===== src/rtl/instruction_fetch.sv =====
// ---------------------------------------------------------------------------
// InstructionFetch front end: owns the program counter and the IF/ID pipeline
// register. The PC goes straight out to instruction memory and the word that
// comes back in the same cycle is captured into IF/ID on the next rising edge.
//
// Ports
//   clk              single clock, all state changes on the rising edge
//   reset            synchronous active-high reset
//   start            level, moves IDLE -> RUN
//   stall            level, decode hazard hold
//   branch_taken     one-cycle redirect request
//   branch_target    redirect byte address (low two bits forced to zero)
//   halt             one-cycle stop request
//   Inst_Address     byte address to instruction memory (always the PC)
//   Instruction      word returned combinationally for Inst_Address
//   ifid_pc          PC of the word held in IF/ID
//   ifid_instruction word held in IF/ID
//   ifid_valid       IF/ID holds a real instruction
//   fetch_count      number of words delivered into IF/ID (wraps silently)
//   misalign_err     sticky flag, set by a redirect to a non word-aligned target
//   state            IDLE=0, RUN=1, HALTED=2
// ---------------------------------------------------------------------------
module instruction_fetch #(
  parameter logic [63:0] RESET_PC = 64'h0,
  parameter logic [31:0] NOP_WORD = 32'h00000013
) (
  input  logic        clk,
  input  logic        reset,
  input  logic        start,
  input  logic        stall,
  input  logic        branch_taken,
  input  logic [63:0] branch_target,
  input  logic        halt,
  output logic [63:0] Inst_Address,
  input  logic [31:0] Instruction,
  output logic [63:0] ifid_pc,
  output logic [31:0] ifid_instruction,
  output logic        ifid_valid,
  output logic [31:0] fetch_count,
  output logic        misalign_err,
  output logic [1:0]  state
);

  typedef enum logic [1:0] {
    IDLE   = 2'd0,
    RUN    = 2'd1,
    HALTED = 2'd2
  } fetchState_t;

  fetchState_t r_state;
  logic [63:0] r_pc;
  logic [63:0] r_ifidPc;
  logic [31:0] r_ifidInstr;
  logic        r_ifidValid;
  logic [31:0] r_fetchCount;
  logic        r_misalign;

  fetchState_t w_nextState;
  logic [63:0] w_nextPc;
  logic [63:0] w_nextIfidPc;
  logic [31:0] w_nextIfidInstr;
  logic        w_nextIfidValid;
  logic [31:0] w_nextFetchCount;
  logic        w_nextMisalign;

  // Next-state logic. Everything holds by default; within RUN the events are
  // resolved halt first, then redirect, then stall, then a plain fetch. A
  // redirect wins over stall because the word currently in IF/ID belongs to
  // the wrong path and must be squashed regardless of the decode hazard.
  always_comb begin
    w_nextState      = r_state;
    w_nextPc         = r_pc;
    w_nextIfidPc     = r_ifidPc;
    w_nextIfidInstr  = r_ifidInstr;
    w_nextIfidValid  = r_ifidValid;
    w_nextFetchCount = r_fetchCount;
    w_nextMisalign   = r_misalign;
    case (r_state)
      IDLE: begin
        if (start) begin
          w_nextState = RUN;
        end
      end
      RUN: begin
        if (halt) begin
          w_nextState     = HALTED;
          w_nextIfidInstr = NOP_WORD;
          w_nextIfidValid = 1'b0;
        end else if (branch_taken) begin
          w_nextPc        = {branch_target[63:2], 2'b00};
          w_nextIfidInstr = NOP_WORD;
          w_nextIfidValid = 1'b0;
          if (branch_target[1:0] != 2'b00) begin
            w_nextMisalign = 1'b1;
          end
        end else if (!stall) begin
          w_nextIfidInstr  = Instruction;
          w_nextIfidPc     = r_pc;
          w_nextIfidValid  = 1'b1;
          w_nextPc         = r_pc + 64'd4;
          w_nextFetchCount = r_fetchCount + 32'd1;
        end
      end
      HALTED: begin
      end
      // The unused encoding falls back to IDLE so a corrupted state register
      // cannot lock the unit up.
      default: begin
        w_nextState = IDLE;
      end
    endcase
  end

  // State register. Reset is synchronous and overrides every other input.
  always_ff @(posedge clk) begin
    if (reset) begin
      r_state      <= IDLE;
      r_pc         <= RESET_PC;
      r_ifidPc     <= 64'd0;
      r_ifidInstr  <= NOP_WORD;
      r_ifidValid  <= 1'b0;
      r_fetchCount <= 32'd0;
      r_misalign   <= 1'b0;
    end else begin
      r_state      <= w_nextState;
      r_pc         <= w_nextPc;
      r_ifidPc     <= w_nextIfidPc;
      r_ifidInstr  <= w_nextIfidInstr;
      r_ifidValid  <= w_nextIfidValid;
      r_fetchCount <= w_nextFetchCount;
      r_misalign   <= w_nextMisalign;
    end
  end

  assign Inst_Address     = r_pc;
  assign ifid_pc          = r_ifidPc;
  assign ifid_instruction = r_ifidInstr;
  assign ifid_valid       = r_ifidValid;
  assign fetch_count      = r_fetchCount;
  assign misalign_err     = r_misalign;
  assign state            = r_state;

endmodule


===== config.mk =====
export PLATFORM = sky130hd
export DESIGN_NAME = instruction_fetch
export DESIGN_NICKNAME = d
export VERILOG_FILES = /design/src/rtl/instruction_fetch.sv
export SDC_FILE = /design/constraint.sdc
export NUM_CORES = 1
export LEC_CHECK = 0
export ABC_AREA = 1
export CAP_MARGIN = 20
export CORE_ASPECT_RATIO = 0.75
export CORE_MARGIN = 2
export CORE_UTILIZATION = 48
export DETAILED_ROUTE_END_ITERATION = 16
export PLACE_DENSITY = 0.87
export SLEW_MARGIN = 20
export SYNTH_ARGS = -nofsm -noshare
export SYNTH_HDL_FRONTEND = slang
export SYNTH_SLANG_ARGS = --single-unit

===== constraint.sdc =====
create_clock -name clk -period 1.8 [get_ports clk]
set_input_delay 0.27 -clock clk [delete_from_list [all_inputs] [get_ports clk]]
set_output_delay 0.27 -clock clk [all_outputs]
set_load 0.05 [all_outputs]

==> flow_metrics.tcl <==
# collected from the flow reports
set metrics [dict create \
    status "complete, but fails checks" \
    violations "negative setup slack" \
    r2r-end "Inst_Address[41]" \
    cts.htree.levels 4 \
    ys_seq_share_pct 37.1 \
    seq-power_uw 4390 \
    vias_per_cell 5.45 \
    worstPathMaxFanout 4 \
    layout.nets 2150 \
    postRouteAntennaNets 0 \
    synth.avg_cell_area_um2 6.31 \
    cts-resized-gates 65 \
    grt_pass1_wl_um 63000 \
    use_met1_pct 49.9 \
    required_ns 2.18 \
    setup_viol 4 \
    aoi_share_pct 15.1 \
    relSlewSlack_pct 58.9 \
    nFillCells 1758 \
    vias 12800 \
    cpPeakStageDelay_ns 0.43 \
    period_used_pct 102 \
    synthArstFlopShare_pct 0 \
    switching_share_pct 30.1 \
    synthCells 1641 \
    fp.dieH_um 131 \
    leakage_uw 0.00651 \
    antenna_found_initial 1 \
    ys_area_mm2 0.0103 \
    postCtsHoldBufs 0 \
    path_cells "nand2_2 -> nor2_4 -> nand2_1 -> nor2_2 -> nand2_2 -> clkinv_2 -> nand3_2 -> nand3_1 -> nand2_1 -> a21oi_2" \
    slew_violations 0 \
    numSynthFlops 192 \
    ys_warn_count 0 \
    worst_slack_ns -0.0374 \
    clock.fmax_ghz 0.544 \
    rows 46 \
    dr.pass1.iters 5 \
    min_to "misalign_err" \
    combGateArea_mm2 0.00608 \
    rrSetupSlack_ns -0.04 \
    synthesis.area_mm2 0.0103 \
    clkPwrFrac_pct 41.0 \
    mux_share_pct 0 \
    dp.cells 2305 \
    dp_hpwl_um 31100 \
]
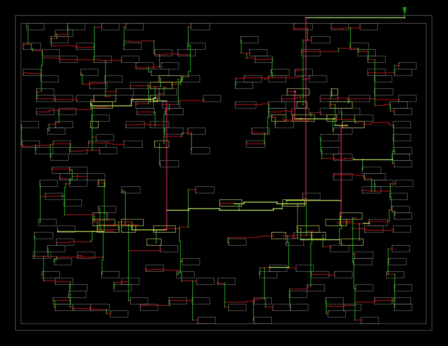
Fig. 1. Clock wiring as the flow saved it.
flop count: 192
Layout Skew: 0.0166 ns
Clock Sinks: 192
clk latency late pin: 0.45 ns

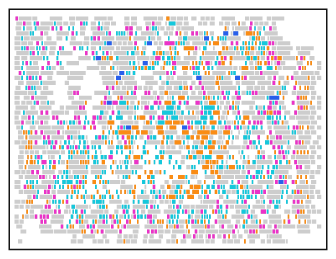
Fig. 2. Gate families picked out.
| color | family | cells | most used |
|---|---|---|---|
| orange | nor cells | 343 | nor2_1 |
| magenta | aoi and oai cells | 290 | a21oi_1 |
| cyan | nand cells | 585 | nand2_1 |
| blue | xor and xnor cells | 16 | xor2_1 |
most used logic cell in the final layout: nand2_1
post-route insts no fill: 2347

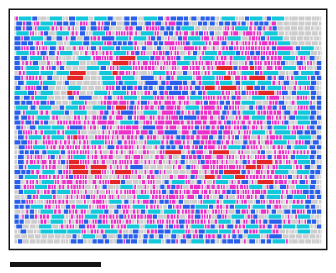
Fig. 3. Placement by cell class.
Scale bar: 50 um. Fill, decap, tap and diode cells in gray.
| color | class | cells | share of their area |
|---|---|---|---|
| cyan | sequential cells | 192 | 26% |
| magenta | combinational and other logic | 1379 | 44% |
| red | clock drivers and dummy loads | 32 | 4.1% |
| blue | remaining buffers and delay cells | 456 | 26% |
post-layout util: 72.8%
post-route cell area: 0.0154 mm2

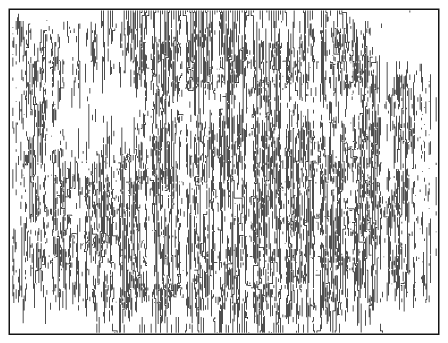
Fig. 4. M2 wires.
nets with wire on the layer: 1793
wire length on this layer: 17400 um
main direction: vertical
Total Wirelength: 41300 um
met2 Use GR: 51.1%

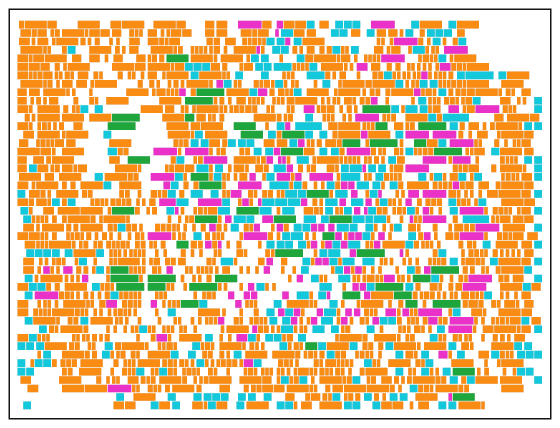
Fig. 5. Drive-strength map.
| color | size | cells | share |
|---|---|---|---|
| green | _6 and larger | 48 | 2.3% |
| magenta | _2 cells | 146 | 7.1% |
| cyan | _3 and _4 cells | 332 | 16% |
| orange | _0 and _1 cells | 1533 | 74% |
Setup WS post-layout: -0.0374 ns
Layout area overhead: 48.7%
number of non-clock buffers: 456

